==> run_1/closeup.png <==
Region (37, 4) to (62, 29) um. Cells in gray, sequential cells in the stronger gray; small squares are vias.
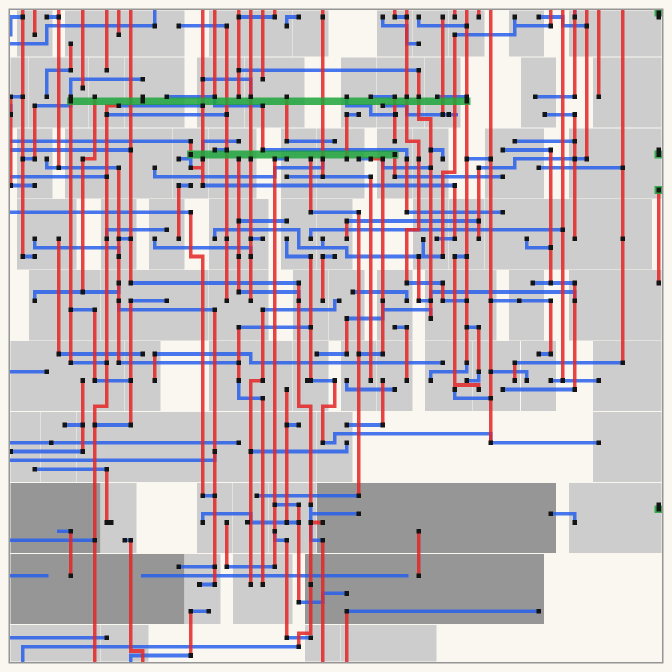
==> run_1/layers.png <==
Two of the layers only.
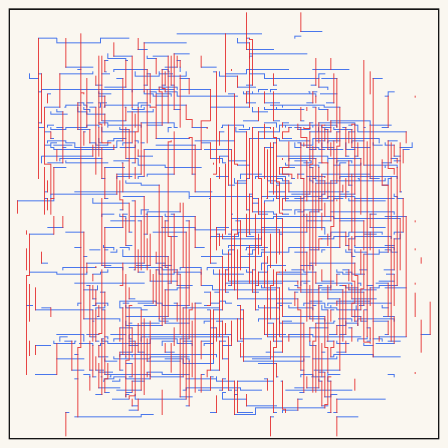
==> run_1/ff_map.png <==
Other sequential cells in the stronger gray, the rest of the logic in the fainter gray.
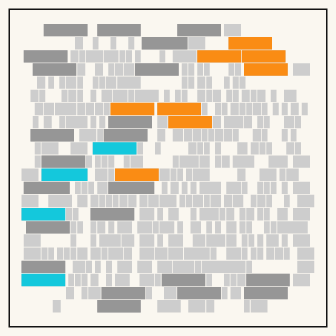
==> run_1/floorplan.png <==
The bar under the picture is 20 um long. Pins as bars on the die edge. Tap cells in gray.
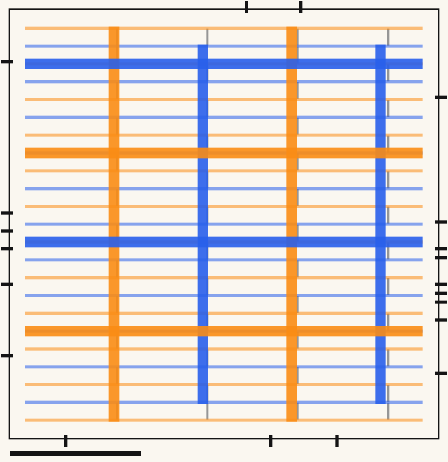
$ cat src/rtl/stepper_pkg.sv
`default_nettype none
// +----------------------------------------------------------------------------+
// | Package  : stepper_pkg                                                     |
// | Purpose  : Shared definitions for the door-lock stepper drive: coil phase  |
// |            patterns, monitor state encoding, step classification and      |
// |            phase rotation helpers. The driver uses the same constants.    |
// | Revision : 1.0 - initial release                                           |
// +----------------------------------------------------------------------------+
package stepper_pkg;

  // Coil phase patterns in forward (open) order. The forward sequence walks
  // the single set bit towards the LSB.
  localparam logic [3:0] PH_A    = 4'b1000;
  localparam logic [3:0] PH_B    = 4'b0100;
  localparam logic [3:0] PH_C    = 4'b0010;
  localparam logic [3:0] PH_D    = 4'b0001;
  localparam logic [3:0] PH_HOME = PH_A;

  typedef enum logic [0:0] {
    TRACK = 1'b0,
    FAULT = 1'b1
  } state_t;

  typedef enum logic [1:0] {
    STEP_NONE = 2'd0,
    STEP_FWD  = 2'd1,
    STEP_REV  = 2'd2,
    STEP_BAD  = 2'd3
  } step_kind_t;

  // Forward neighbour: 1000 -> 0100 -> 0010 -> 0001 -> 1000
  function automatic logic [3:0] rot_r1(input logic [3:0] v);
    return {v[0], v[3:1]};
  endfunction

  // Reverse neighbour: 1000 -> 0001 -> 0010 -> 0100 -> 1000
  function automatic logic [3:0] rot_l1(input logic [3:0] v);
    return {v[2:0], v[3]};
  endfunction

  function automatic logic is_onehot(input logic [3:0] v);
    return (v != 4'b0000) && ((v & (v - 4'd1)) == 4'b0000);
  endfunction

endpackage : stepper_pkg
`default_nettype wire

$ cat src/rtl/stepper_phase_monitor_if.sv
`default_nettype none
// +----------------------------------------------------------------------------+
// | Interface: stepper_phase_monitor_if                                        |
// | Purpose  : Bundle between the stepper drive side and the phase monitor.   |
// |   phase_in   : coil phase bus (asynchronous to the monitor clock)          |
// |   clear      : synchronous position zero / fault exit                      |
// |   position   : step count from home                                        |
// |   step_pulse : one-cycle pulse per accepted step                           |
// |   dir        : direction of last accepted step (1 = open)                  |
// |   at_open    : position at or beyond fully-open travel                     |
// |   at_home    : position is zero                                            |
// |   fault      : sticky illegal/skipped step indication                      |
// | Modports : master = drive/controller side, slave = monitor                 |
// | Revision : 1.0 - initial release                                           |
// +----------------------------------------------------------------------------+
interface stepper_phase_monitor_if #(
  parameter int POS_W = 8
);
  logic [3:0]       phase_in;
  logic             clear;
  logic [POS_W-1:0] position;
  logic             step_pulse;
  logic             dir;
  logic             at_open;
  logic             at_home;
  logic             fault;

  modport master (
    output phase_in, clear,
    input  position, step_pulse, dir, at_open, at_home, fault
  );

  modport slave (
    input  phase_in, clear,
    output position, step_pulse, dir, at_open, at_home, fault
  );
endinterface : stepper_phase_monitor_if
`default_nettype wire

$ cat src/rtl/stepper_phase_monitor_phase_sync_filter.sv
`default_nettype none
// +----------------------------------------------------------------------------+
// | Module   : phase_sync_filter                                               |
// | Purpose  : Two-flop synchroniser for the coil phase bus plus a stability   |
// |            counter that raises cand_valid for exactly one cycle once the   |
// |            synchronised pattern has held for STABLE_CYCLES cycles.         |
// | Ports    : clk, reset (async, active low), phase_in[3:0] (async),          |
// |            clear (zeroes the counter), sph[3:0] (synchronised phase),      |
// |            cand_valid (one-cycle candidate strobe)                         |
// | Revision : 1.0 - initial release                                           |
// +----------------------------------------------------------------------------+
module phase_sync_filter
  import stepper_pkg::*;
#(
  parameter int STABLE_CYCLES = 4
) (
  input  wire logic       clk,
  input  wire logic       reset,
  input  wire logic [3:0] phase_in,
  input  wire logic       clear,
  output logic      [3:0] sph,
  output logic            cand_valid
);

  localparam logic [7:0] C_STABLE = 8'(STABLE_CYCLES);

  logic [3:0] sync1;
  logic [3:0] sync2;
  logic [7:0] stable_cnt;

  // The counter is cleared on the same edge that loads a new value into
  // sync2, so stable_cnt reads 0 in the first cycle sph shows a new pattern.
  always_ff @(posedge clk or negedge reset) begin
    if (!reset) begin
      sync1      <= PH_HOME;
      sync2      <= PH_HOME;
      stable_cnt <= 8'd0;
    end else begin
      sync1 <= phase_in;
      sync2 <= sync1;
      if (clear || (sync1 != sync2)) begin
        stable_cnt <= 8'd0;
      end else if (stable_cnt != C_STABLE) begin
        stable_cnt <= stable_cnt + 8'd1;
      end
    end
  end

  assign sph = sync2;

  // Strobe in the cycle whose closing edge takes the counter to STABLE_CYCLES;
  // the consumer registers its decision on that same edge. Saturation keeps
  // this to one strobe per stable period.
  assign cand_valid = (sync1 == sync2) && (stable_cnt == (C_STABLE - 8'd1));

endmodule : phase_sync_filter
`default_nettype wire

$ cat src/rtl/stepper_phase_monitor.sv
`default_nettype none
// +----------------------------------------------------------------------------+
// | Module   : stepper_phase_monitor                                           |
// | Purpose  : Read-back monitor for the door-lock stepper. Decodes steps and  |
// |            direction from the coil phase bus, tracks shaft position,       |
// |            flags skipped/illegal patterns and reports open/home travel.    |
// | Ports    : clk, reset (async, active low),                                 |
// |            bus (slave): phase_in, clear in; position, step_pulse, dir,     |
// |            at_open, at_home, fault out                                     |
// | Revision : 1.0 - initial release                                           |
// +----------------------------------------------------------------------------+
module stepper_phase_monitor
  import stepper_pkg::*;
#(
  parameter int STABLE_CYCLES = 4,
  parameter int POS_W         = 8,
  parameter int OPEN_STEPS    = 100
) (
  input  wire logic               clk,
  input  wire logic               reset,
  stepper_phase_monitor_if.slave  bus
);

  localparam logic [POS_W-1:0] OPEN_POS = POS_W'(OPEN_STEPS);
  localparam logic [POS_W-1:0] POS_MAX  = {POS_W{1'b1}};
  localparam logic [POS_W-1:0] POS_ONE  = POS_W'(1);

  logic [3:0]       sph;
  logic             cand_valid;

  state_t           state;
  logic [3:0]       accepted;
  logic [POS_W-1:0] position;
  logic             step_pulse;
  logic             dir;
  logic             fault;
  logic             at_open;
  logic             at_home;

  step_kind_t       kind;
  logic [POS_W-1:0] pos_next;

  phase_sync_filter #(
    .STABLE_CYCLES (STABLE_CYCLES)
  ) u_filter (
    .clk        (clk),
    .reset      (reset),
    .phase_in   (bus.phase_in),
    .clear      (bus.clear),
    .sph        (sph),
    .cand_valid (cand_valid)
  );

  // Classify the candidate against the accepted phase. The accepted phase is
  // always one-hot, so a one-hot candidate that is neither neighbour must be
  // the opposite coil, i.e. a skipped step.
  always_comb begin
    kind = STEP_NONE;
    if (cand_valid && (sph != accepted)) begin
      if (!is_onehot(sph)) begin
        kind = STEP_BAD;
      end else if (sph == rot_r1(accepted)) begin
        kind = STEP_FWD;
      end else if (sph == rot_l1(accepted)) begin
        kind = STEP_REV;
      end else begin
        kind = STEP_BAD;
      end
    end
  end

  // Next position feeds both the position register and the travel flags so
  // all three change on the same edge.
  always_comb begin
    pos_next = position;
    if (bus.clear) begin
      pos_next = '0;
    end else if (state == TRACK) begin
      case (kind)
        STEP_FWD: if (position != POS_MAX) pos_next = position + POS_ONE;
        STEP_REV: if (position != '0)      pos_next = position - POS_ONE;
        default:  pos_next = position;
      endcase
    end
  end

  always_ff @(posedge clk or negedge reset) begin
    if (!reset) begin
      state      <= TRACK;
      accepted   <= PH_HOME;
      position   <= '0;
      step_pulse <= 1'b0;
      dir        <= 1'b0;
      fault      <= 1'b0;
      at_open    <= 1'b0;
      at_home    <= 1'b1;
    end else begin
      position   <= pos_next;
      at_open    <= (pos_next >= OPEN_POS);
      at_home    <= (pos_next == '0);
      step_pulse <= 1'b0;
      if (bus.clear) begin
        // Clear overrides any candidate in the same cycle; resynchronise the
        // accepted phase to whatever the coils show now.
        state    <= TRACK;
        fault    <= 1'b0;
        accepted <= is_onehot(sph) ? sph : PH_HOME;
      end else begin
        case (state)
          TRACK: begin
            case (kind)
              STEP_FWD: begin
                dir        <= 1'b1;
                step_pulse <= 1'b1;
                accepted   <= sph;
              end
              STEP_REV: begin
                dir        <= 1'b0;
                step_pulse <= 1'b1;
                accepted   <= sph;
              end
              STEP_BAD: begin
                fault <= 1'b1;
                state <= FAULT;
              end
              default: ;
            endcase
          end
          FAULT: begin
            fault <= 1'b1;
          end
          default: begin
            state <= FAULT;
            fault <= 1'b1;
          end
        endcase
      end
    end
  end

  assign bus.position   = position;
  assign bus.step_pulse = step_pulse;
  assign bus.dir        = dir;
  assign bus.fault      = fault;
  assign bus.at_open    = at_open;
  assign bus.at_home    = at_home;

endmodule : stepper_phase_monitor
`default_nettype wire

$ cat src/flat_wrapper.sv
// flat-port wrapper written by rule: the top's interface ports become plain ports
module stepper_phase_monitor_flat import stepper_pkg::*;
#(
  parameter int STABLE_CYCLES = 4,
  parameter int POS_W         = 8,
  parameter int OPEN_STEPS    = 100
)
  (clk, reset, bus_phase_in, bus_clear, bus_position, bus_step_pulse, bus_dir, bus_at_open, bus_at_home, bus_fault);
  stepper_phase_monitor_if #(.POS_W(POS_W)) bus_i ();
  input  wire logic clk;
  input  wire logic reset;
  input wire logic [$bits(bus_i.phase_in)-1:0] bus_phase_in;
  input wire logic [$bits(bus_i.clear)-1:0] bus_clear;
  output wire logic [$bits(bus_i.position)-1:0] bus_position;
  output wire logic [$bits(bus_i.step_pulse)-1:0] bus_step_pulse;
  output wire logic [$bits(bus_i.dir)-1:0] bus_dir;
  output wire logic [$bits(bus_i.at_open)-1:0] bus_at_open;
  output wire logic [$bits(bus_i.at_home)-1:0] bus_at_home;
  output wire logic [$bits(bus_i.fault)-1:0] bus_fault;
  assign bus_i.phase_in = bus_phase_in;
  assign bus_i.clear = bus_clear;
  assign bus_position = bus_i.position;
  assign bus_step_pulse = bus_i.step_pulse;
  assign bus_dir = bus_i.dir;
  assign bus_at_open = bus_i.at_open;
  assign bus_at_home = bus_i.at_home;
  assign bus_fault = bus_i.fault;
  stepper_phase_monitor #(.STABLE_CYCLES(STABLE_CYCLES), .POS_W(POS_W), .OPEN_STEPS(OPEN_STEPS)) u_core (.clk(clk), .reset(reset), .bus(bus_i));
endmodule
$ cat config.mk
export PLATFORM = sky130hd
export DESIGN_NAME = stepper_phase_monitor_flat
export DESIGN_NICKNAME = d
export VERILOG_FILES = /design/src/rtl/stepper_pkg.sv /design/src/rtl/stepper_phase_monitor_if.sv /design/src/rtl/stepper_phase_monitor_phase_sync_filter.sv /design/src/rtl/stepper_phase_monitor.sv /design/src/flat_wrapper.sv
export SDC_FILE = /design/constraint.sdc
export NUM_CORES = 1
export LEC_CHECK = 0
export ABC_AREA = 1
export CORE_MARGIN = 2
export CORE_UTILIZATION = 60
export CTS_BUF_LIST = sky130_fd_sc_hd__clkbuf_8
export CTS_CLUSTER_SIZE = 28
export DETAILED_ROUTE_END_ITERATION = 16
export GPL_TIMING_DRIVEN = 0
export PLACE_DENSITY = 0.83
export SETUP_SLACK_MARGIN = 0.2
export SYNTH_ARGS = -nofsm -noshare
export SYNTH_HDL_FRONTEND = slang
export SYNTH_HIERARCHICAL = 1
export SYNTH_SLANG_ARGS = --single-unit
$ cat constraint.sdc
create_clock -name clk -period 3 [get_ports clk]
set_clock_uncertainty 0.2 [all_clocks]
set_input_delay 0.9 -clock clk [delete_from_list [all_inputs] [get_ports clk]]
set_output_delay 0.9 -clock clk [all_outputs]
set_load 0.005 [all_outputs]
==> report_table.html, run 1 <==
<h3>Flow metrics</h3>
<table>
<tr><th>Metric</th><th>Value</th></tr>
<tr><th colspan="2">Hold path</th></tr>
<tr><td>Worst Hold End</td><td>u_core/u_filter/sph[3]</td></tr>
<tr><th colspan="2">Yosys</th></tr>
<tr><td>Synth Register Bits</td><td>34</td></tr>
<tr><td>Synthesized cell area</td><td>2258 sq um</td></tr>
<tr><td>Multiplexer area fraction after synthesis</td><td>0</td></tr>
<tr><td>Area reported by Yosys stat</td><td>2258 sq um</td></tr>
<tr><td>Netlist cell types</td><td>31</td></tr>
<tr><td>Yosys synthesis warning count</td><td>6</td></tr>
<tr><td>Number of nets in the synthesized netlist</td><td>328</td></tr>
<tr><td>Area share of fa/ha/maj cells after synthesis</td><td>0.03878</td></tr>
<tr><td>Synthesized-area fraction occupied by ao, oa, aoi and oai cells</td><td>0.07645</td></tr>
<tr><td>Number of cells in the yosys synthesis report</td><td>314</td></tr>
<tr><td>Synthesized-area fraction occupied by and/or/nand/nor cells</td><td>0.3524</td></tr>
<tr><td>Largest cells by area after synthesis</td><td>sky130_fd_sc_hd__dfrtp_1 33%, sky130_fd_sc_hd__nand2_1 12%, sky130_fd_sc_hd__inv_1 7.8%</td></tr>
<tr><th colspan="2">Setup path</th></tr>
<tr><td>Slowest library cell on the worst path</td><td>sky130_fd_sc_hd__dfstp_2</td></tr>
<tr><td>Category of the critical setup timing path</td><td>reg2reg</td></tr>
<tr><td>Cell with the most instances on the worst path</td><td>sky130_fd_sc_hd__nand2_1</td></tr>
<tr><td>Series of cell instances along the critical path</td><td>inv_1 &gt; nand2_1 &gt; nand2_1 &gt; nor2_2 &gt; nand2_1 &gt; nor3_2 &gt; o21a_1 &gt; o21ai_2 &gt; inv_2 &gt; ha_4 &gt; nor2_4 &gt; inv_2 &gt; a21oi_1 &gt; inv_1 &gt; nor2_4 &gt; inv_1 &gt; nor2_1 &gt; nand2_1 &gt; nand2_1</td></tr>
<tr><td>Required time worst endpoint</td><td>3030 ps</td></tr>
<tr><td>Critical Path End</td><td>u_core/bus.at_open</td></tr>
<tr><td>Reg2reg end</td><td>u_core/bus.at_open</td></tr>
<tr><td>Sort of element at the end of the critical path</td><td>register</td></tr>
<tr><td>Count of cells along the worst register-to-register path</td><td>19</td></tr>
<tr><td>FF-to-FF setup slack</td><td>300 ps</td></tr>
<tr><td>Worst setup SP type</td><td>register</td></tr>
<tr><td>Data arrival time of the worst path</td><td>2730 ps</td></tr>
<tr><td>Stage delay of the slowest cell on the critical path</td><td>540 ps</td></tr>
<tr><th colspan="2">Layout</th></tr>
<tr><td>Ratio of cells with drive above 1 in the final layout</td><td>0.1662</td></tr>
<tr><td>Nets</td><td>356</td></tr>
<tr><td>Logic cell area</td><td>1245 sq um</td></tr>
<tr><td>Growth of design area from synthesis to finish</td><td>18.28%</td></tr>
<tr><td>Buffers outside the clock class</td><td>28</td></tr>
<tr><td>Final-layout clock buffer total</td><td>5</td></tr>
<tr><td>Number of inserted filler cells in the final layout</td><td>305</td></tr>
<tr><td>Seq/total area</td><td>0.3204</td></tr>
<tr><td>Final instance area</td><td>2671 sq um</td></tr>
<tr><td>Diodes inserted</td><td>0</td></tr>
<tr><td>Clock tree cell share of total cell area</td><td>0.03091</td></tr>
<tr><td>Number of ordinary inverters in the final layout</td><td>49</td></tr>
<tr><th colspan="2">STA</th></tr>
<tr><td>Hold Fails Final Rpt</td><td>0</td></tr>
<tr><td>Clock period minus final worst setup slack</td><td>2695 ps</td></tr>
<tr><td>RSZ-0062 raised after global routing</td><td>false</td></tr>
<tr><td>Final setup viols</td><td>0</td></tr>
<tr><td>Relative max-transition margin</td><td>0.5238</td></tr>
<tr><td>Final clock period utilization by the worst path</td><td>0.8985</td></tr>
<tr><td>Peak Freq</td><td>371.0 MHz</td></tr>
<tr><th colspan="2">Route</th></tr>
<tr><td>DR vias/cell</td><td>5.215</td></tr>
<tr><td>Count of antenna-violating nets left after detailed routing</td><td>0</td></tr>
<tr><td>Drc violations</td><td>0</td></tr>
<tr><td>Via count</td><td>2039</td></tr>
<tr><td>Violation tally from detailed-route iteration zero</td><td>137</td></tr>
<tr><th colspan="2">Power and ir drop</th></tr>
<tr><td>Final Power</td><td>892.9 uW</td></tr>
<tr><td>Switching Share</td><td>0.2544</td></tr>
<tr><td>Combinational Power</td><td>83.8 uW</td></tr>
<tr><td>Fraction of power consumed by combinational cells</td><td>0.094</td></tr>
<tr><td>Internal Power</td><td>665.8 uW</td></tr>
<tr><td>Sw power</td><td>227.1 uW</td></tr>
<tr><td>Sequential group power</td><td>486 uW</td></tr>
<tr><th colspan="2">CTS</th></tr>
<tr><td>Clock-pin slew reported for the worst setup and hold paths after clock tree synthesis</td><td>70 ps</td></tr>
<tr><td>Number of buffers created by CTS</td><td>5</td></tr>
<tr><td>Hold buffers post-CTS</td><td>0</td></tr>
<tr><td>H-tree lvl count</td><td>2</td></tr>
<tr><td>Clock tree from TritonCTS</td><td>yes</td></tr>
<tr><th colspan="2">Die</th></tr>
<tr><td>Standard cell core area</td><td>3633 sq um</td></tr>
<tr><td>Die width</td><td>65.35 um</td></tr>
<tr><td>Die footprint</td><td>4271 sq um</td></tr>
<tr><td>FP Rows</td><td>22</td></tr>
<tr><td>Tapcell Cnt</td><td>48</td></tr>
<tr><td>Number of top-level pins</td><td>20</td></tr>
<tr><th colspan="2">GRT</th></tr>
<tr><td>Largest net degree at the start of global routing</td><td>35</td></tr>
<tr><td>Total congestion overflow</td><td>0</td></tr>
<tr><th colspan="2">Placement</th></tr>
<tr><td>Final estimated routing congestion in global placement</td><td>0.9680</td></tr>
<tr><td>Placement Cell Area</td><td>2504 sq um</td></tr>
<tr><td>PortBufs</td><td>19</td></tr>
<tr><td>Half-perimeter wire length after placement</td><td>3.461 mm</td></tr>
<tr><th colspan="2">Run</th></tr>
<tr><td>OpenROAD warning count</td><td>31</td></tr>
<tr><th colspan="2">Outcome</th></tr>
<tr><td>Result of the run</td><td>complete, no violations</td></tr>
</table>
Notes on closeup.png above:
[blue] M1
[green] M3
[red] M2
cells with their middle in the window: 76
sequential cells in the window: 3
most frequent: nand2_1 (18), inv_1 (10)

Notes on layers.png above:
[red] M2 | wire length: 2340 um
[blue] M1 | wire length: 2020 um
post-detailed-routing wire length: 4.600 mm
total track usage: 0.2308

Notes on ff_map.png above:
[orange] `u_core/bus.position` | sequential cells: 8
[cyan] `u_core/u_filter/sph` | sequential cells: 4

Notes on floorplan.png above:
[orange] VSS
[blue] VDD
met4 straps: 4
tap cells: 48
rows: 22
worst vdd rail ir drop: 0.3397 mV
DIE HEIGHT: 65.35 um

[run 1: synthesized netlist by cell type (all sizes together)]
| cell type | n |
|---|---|
| a211oi | 2 |
| a21o | 1 |
| a21oi | 10 |
| buf | 2 |
| clkbuf | 5 |
| dfrtp | 30 |
| dfstp | 4 |
| ha | 7 |
| inv | 49 |
| nand2 | 79 |
| nand3 | 31 |
| nand3b | 1 |
| nand4 | 8 |
| nor2 | 49 |
| nor3 | 4 |
| o211ai | 1 |
| o21a | 1 |
| o21ai | 12 |
| o21bai | 2 |
| o22ai | 1 |
| xnor2 | 5 |
| xor2 | 10 |
[run 1: through the flow]
stage	util	setup WS [ps]	TNS, ps	hold slack (ps)
4_1_cts	0.7159	192.7	0	176.5
3_5_place_dp	0.6891	-22.62	-22.62	167.2
6_report	0.7352	304.6	0	180.0
3_3_place_gp	0.6904	49.62	0	163.6
5_1_grt	0.7352	160.6	0	186.3
2_1_floorplan	-	330.2	0	160.6
[run 1: flip-flops by register name (all words and copies together) (netlist names)]
name,cells
u_core/u_filter/sph,4
u_core/bus.dir,1
u_core/bus.position,8
u_core/bus.step_pulse,1
u_core/u_filter/sync1,4
u_core/state,1
u_core/bus.at_open,1
u_core/bus.at_home,1
u_core/bus.fault,1
u_core/accepted,4
u_core/u_filter/stable_cnt,8
[run 1: timing repair]
item / CTS / global route
pin swaps: 0 / 4
hold endpoints to repair: 0 / 0
resized: 8 / 17
setup buffers: 0 / 2
setup endpoints to repair: 7 / 7
[run 1: metal layers]
layer,vias up,global-route usage,part of all wire
met2,43,0.4107,0.51
met4,0,0.09635,0.014
li1,1043,-,-
met5,-,0,0
met1,947,0.2766,0.44
met3,6,0.03596,0.038
==> run 2: changes to the inputs <==
--- a/config.mk
+++ b/config.mk
@@ -13,6 +13,7 @@
 export DETAILED_ROUTE_END_ITERATION = 16
 export GPL_TIMING_DRIVEN = 0
 export PLACE_DENSITY = 0.83
+export REMOVE_ABC_BUFFERS = 1
 export SETUP_SLACK_MARGIN = 0.2
 export SYNTH_ARGS = -nofsm -noshare
 export SYNTH_HDL_FRONTEND = slang
==> run_2/closeup.png <==
Region (37, 4) to (62, 29) um. Cells in gray, sequential cells in the stronger gray; small squares are vias.
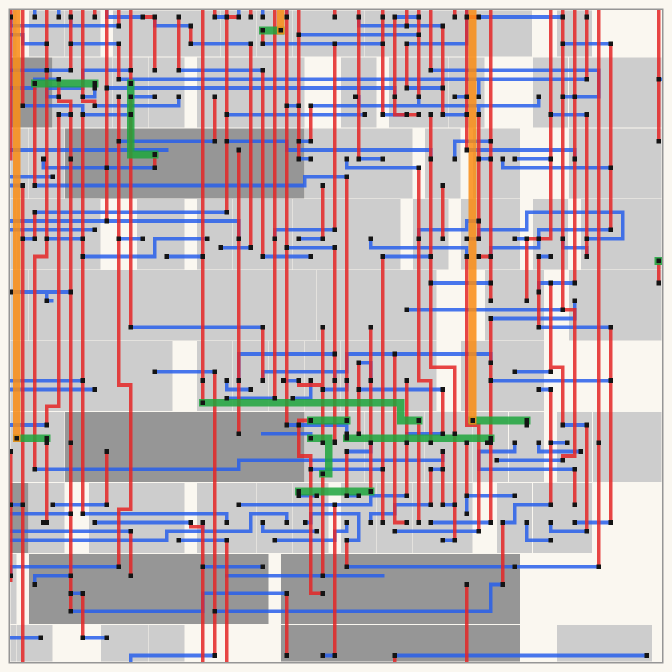
[orange] M4
[red] M2
[blue] M1
[green] M3
cells with their middle in the window: 69
most frequent: nand2_1 (11), inv_1 (9), nor2_1 (9)
netlist names of flops here include: `u_core/bus.position` (3)
sequential cells in the window: 5

==> run_2/congestion_map.png <==
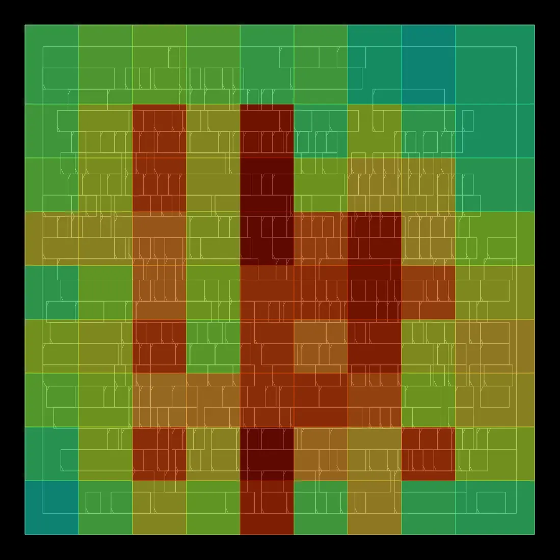
peak-usage layer in the global routing report: met2
total track usage: 0.2690
utilization of the core after routing: 0.7448
GR met3 Demand/Resource: 0.06336

==> run 2 against run 1 <==
  * Non-clock buffer count down 4
  * Critical path type unchanged
  * Highest routed layer unchanged
  * Synthesized area is the same
  * Critical path depth fell by 3
  * Register-to-register slack lost 110 ps
  * Clock-buffer cell count unchanged
  * Global-route usage up 3.8 points
  * Critical endpoint is now u_core/bus.at_home
  * Combinational power shrank 5.5%
  * Hold slack about the same
  * Clock power up 27%
  * Sequential share of layout area is 0.28 points lower
  * First-iteration DRC count up 45%
  * Setup slack worse by 110 ps
==> report_table.html, run 2 <==
<h3>Flow metrics</h3>
<table>
<tr><th>Metric</th><th>Value</th></tr>
<tr><th colspan="2">Outcome</th></tr>
<tr><td>Result of the run</td><td>complete, no violations</td></tr>
<tr><th colspan="2">Yosys</th></tr>
<tr><td>Synthesized cell area</td><td>2258 sq um (unchanged)</td></tr>
<tr><td>Multiplexer area fraction after synthesis</td><td>0 (unchanged)</td></tr>
<tr><td>Netlist cell types</td><td>31 (unchanged)</td></tr>
<tr><td>Synth Register Bits</td><td>34 (unchanged)</td></tr>
<tr><td>Yosys synthesis warning count</td><td>6 (unchanged)</td></tr>
<tr><td>Fraction of synthesis flops using an asynchronous set or reset pin</td><td>1.000 (unchanged)</td></tr>
<tr><td>Top cells by count, synth</td><td>74 x sky130_fd_sc_hd__nand2_1, 47 x sky130_fd_sc_hd__inv_1, 40 x sky130_fd_sc_hd__nor2_1, 30 x sky130_fd_sc_hd__dfrtp_1, 25 x sky130_fd_sc_hd__nand3_1</td></tr>
<tr><td>Synthesized-area fraction occupied by and/or/nand/nor cells</td><td>0.3524 (unchanged)</td></tr>
<tr><td>Number of cells in the yosys synthesis report</td><td>314 (unchanged)</td></tr>
<tr><td>Most used flip-flop cell after synthesis</td><td>sky130_fd_sc_hd__dfrtp_1</td></tr>
<tr><td>Area share of fa/ha/maj cells after synthesis</td><td>0.03878 (unchanged)</td></tr>
<tr><td>Largest cells by area after synthesis</td><td>sky130_fd_sc_hd__dfrtp_1 33%, sky130_fd_sc_hd__nand2_1 12%, sky130_fd_sc_hd__inv_1 7.8%</td></tr>
<tr><td>Synthesized-area fraction occupied by ao, oa, aoi and oai cells</td><td>0.07645 (unchanged)</td></tr>
<tr><td>Area reported by Yosys stat</td><td>2258 sq um (unchanged)</td></tr>
<tr><th colspan="2">Layout</th></tr>
<tr><td>Logic cell area</td><td>1266 sq um (+1.7%)</td></tr>
<tr><td>Number of ordinary inverters in the final layout</td><td>49 (unchanged)</td></tr>
<tr><td>Growth of design area from synthesis to finish</td><td>19.83%</td></tr>
<tr><td>Diodes inserted</td><td>0 (unchanged)</td></tr>
<tr><td>Final instance area</td><td>2706 sq um (+1.3%)</td></tr>
<tr><td>Clock tree cell share of total cell area</td><td>0.04022 (+0.009308)</td></tr>
<tr><td>Seq/total area</td><td>0.3176 (-0.002761)</td></tr>
<tr><td>Final-layout clock buffer total</td><td>5 (unchanged)</td></tr>
<tr><td>Buffers outside the clock class</td><td>24 (-14%)</td></tr>
<tr><td>Registers with the highest flip-flop counts</td><td>u_core/bus.position (8), u_core/u_filter/stable_cnt (8)</td></tr>
<tr><th colspan="2">Route</th></tr>
<tr><td>Uppermost layer routed</td><td>met4</td></tr>
<tr><td>Total length of routed met2 wires</td><td>2.757 mm (+18%)</td></tr>
<tr><td>Post-detailed-routing wire length</td><td>5.417 mm (+18%)</td></tr>
<tr><td>Count of antenna-violating nets left after detailed routing</td><td>0 (unchanged)</td></tr>
<tr><td>DR vias/cell</td><td>5.625 (+7.9%)</td></tr>
<tr><td>Violation tally from detailed-route iteration zero</td><td>199 (+45%)</td></tr>
<tr><td>Via count</td><td>2177 (+6.8%)</td></tr>
<tr><td>WL met1</td><td>2.196 mm (+8.9%)</td></tr>
<tr><td>Drc violations</td><td>0 (unchanged)</td></tr>
<tr><td>Met3 wirelength from detailed routing</td><td>282 um (+60%)</td></tr>
<tr><th colspan="2">Placement</th></tr>
<tr><td>PortBufs</td><td>19 (unchanged)</td></tr>
<tr><td>Placement Cell Area</td><td>2472 sq um (-1.2%)</td></tr>
<tr><td>Half-perimeter wire length after placement</td><td>3.540 mm (+2.3%)</td></tr>
<tr><th colspan="2">Setup path</th></tr>
<tr><td>Required time worst endpoint</td><td>3040 ps (about the same)</td></tr>
<tr><td>Sort of element at the end of the critical path</td><td>register</td></tr>
<tr><td>Category of the critical setup timing path</td><td>reg2reg</td></tr>
<tr><td>Data arrival time of the worst path</td><td>2840 ps (+110 ps)</td></tr>
<tr><td>Worst setup SP type</td><td>register</td></tr>
<tr><th colspan="2">GRT</th></tr>
<tr><td>Total congestion overflow</td><td>0 (unchanged)</td></tr>
<tr><td>Via count of the first global-routing pass</td><td>1925</td></tr>
<tr><td>Wire length of the first global-routing pass</td><td>8.583 mm</td></tr>
<tr><th colspan="2">STA</th></tr>
<tr><td>Final setup viols</td><td>0 (unchanged)</td></tr>
<tr><td>Setup ws final</td><td>193.2 ps (-111.4 ps)</td></tr>
<tr><td>RSZ-0062 raised after global routing</td><td>true</td></tr>
<tr><td>Worst Hold Margin</td><td>179.6 ps (-0.4400 ps)</td></tr>
<tr><td>Relative max-transition margin</td><td>0.4995 (-0.02426)</td></tr>
<tr><td>Final TNS setup</td><td>0 ps (unchanged)</td></tr>
<tr><td>Final clock period utilization by the worst path</td><td>0.9356 (+0.03715)</td></tr>
<tr><th colspan="2">Die</th></tr>
<tr><td>Number of top-level pins</td><td>20 (unchanged)</td></tr>
<tr><td>DIE HEIGHT</td><td>65.35 um (unchanged)</td></tr>
<tr><td>Die footprint</td><td>4271 sq um (unchanged)</td></tr>
<tr><td>Tapcell Cnt</td><td>48 (unchanged)</td></tr>
<tr><td>Die width</td><td>65.35 um (unchanged)</td></tr>
<tr><td>FP Rows</td><td>22 (unchanged)</td></tr>
<tr><th colspan="2">Power and ir drop</th></tr>
<tr><td>Switching Share</td><td>0.2316 (-0.02278)</td></tr>
<tr><td>Final Power</td><td>978.9 uW (+9.6%)</td></tr>
<tr><td>Sw power</td><td>226.7 uW (-0.18%)</td></tr>
<tr><td>Worst vdd rail ir drop</td><td>0.3771 mV (+11%)</td></tr>
<tr><td>Internal Power</td><td>752.2 uW (+13%)</td></tr>
<tr><th colspan="2">CTS</th></tr>
<tr><td>Hold buffers post-CTS</td><td>0 (unchanged)</td></tr>
<tr><td>Clock tree from TritonCTS</td><td>yes</td></tr>
<tr><td>Clock-pin slew reported for the worst setup and hold paths after clock tree synthesis</td><td>70 ps (about the same)</td></tr>
<tr><td>H-tree lvl count</td><td>2 (unchanged)</td></tr>
<tr><td>Number of setup buffers added after CTS</td><td>2 (+2)</td></tr>
</table>
==> run 2: power by group through the flow <==
stage | Sequential [mW] | Clock (mW) | Combinational (mW)
5_1_grt | 0.493 | 0.437 | 0.0909
3_3_place_gp | 0.499 | 0 | 0.0681
4_1_cts | 0.490 | 0.426 | 0.0738
3_5_place_dp | 0.500 | 0 | 0.0699
2_1_floorplan | 0.496 | 0 | 0.0435
6_report | 0.491 | 0.409 | 0.0792
==> run 2: worst paths after layout <==
path | to | depth (start not counted) | from | slack (ps)
setup reg to reg | u_core/bus.at_home | 16 | u_core/u_filter/sph[3] | 190
setup / recovery | u_core/bus.at_home | 16 | u_core/u_filter/sph[3] | 190
max in group asynchronous | u_core/u_filter/sph[2] | 1 | reset | 1600
hold / removal | u_core/u_filter/sph[3] | 0 | u_core/u_filter/sync1[3] | 180
hold reg to reg | u_core/u_filter/sph[3] | 0 | u_core/u_filter/sync1[3] | 180
min in group asynchronous | u_core/u_filter/sync1[1] | 1 | reset | 470
==> run 2: worst max-delay path: stages (launching register included) <==
cell and delay, ps:
sky130_fd_sc_hd__dfstp_2 550, sky130_fd_sc_hd__inv_2 30, sky130_fd_sc_hd__nand2_1 50, sky130_fd_sc_hd__nand2_1 50
sky130_fd_sc_hd__nor2_2 130, sky130_fd_sc_hd__nand2_1 80, sky130_fd_sc_hd__nor3_2 170, sky130_fd_sc_hd__o21a_1 210
sky130_fd_sc_hd__o21ai_2 90, sky130_fd_sc_hd__inv_2 80, sky130_fd_sc_hd__ha_4 200, sky130_fd_sc_hd__nor2_4 140
sky130_fd_sc_hd__buf_2 190, sky130_fd_sc_hd__nand4_1 190, sky130_fd_sc_hd__nand3_2 160, sky130_fd_sc_hd__nand3_2 120
sky130_fd_sc_hd__nor2_2 110
No activity file was given, so power comes from the tool's default toggle rates.
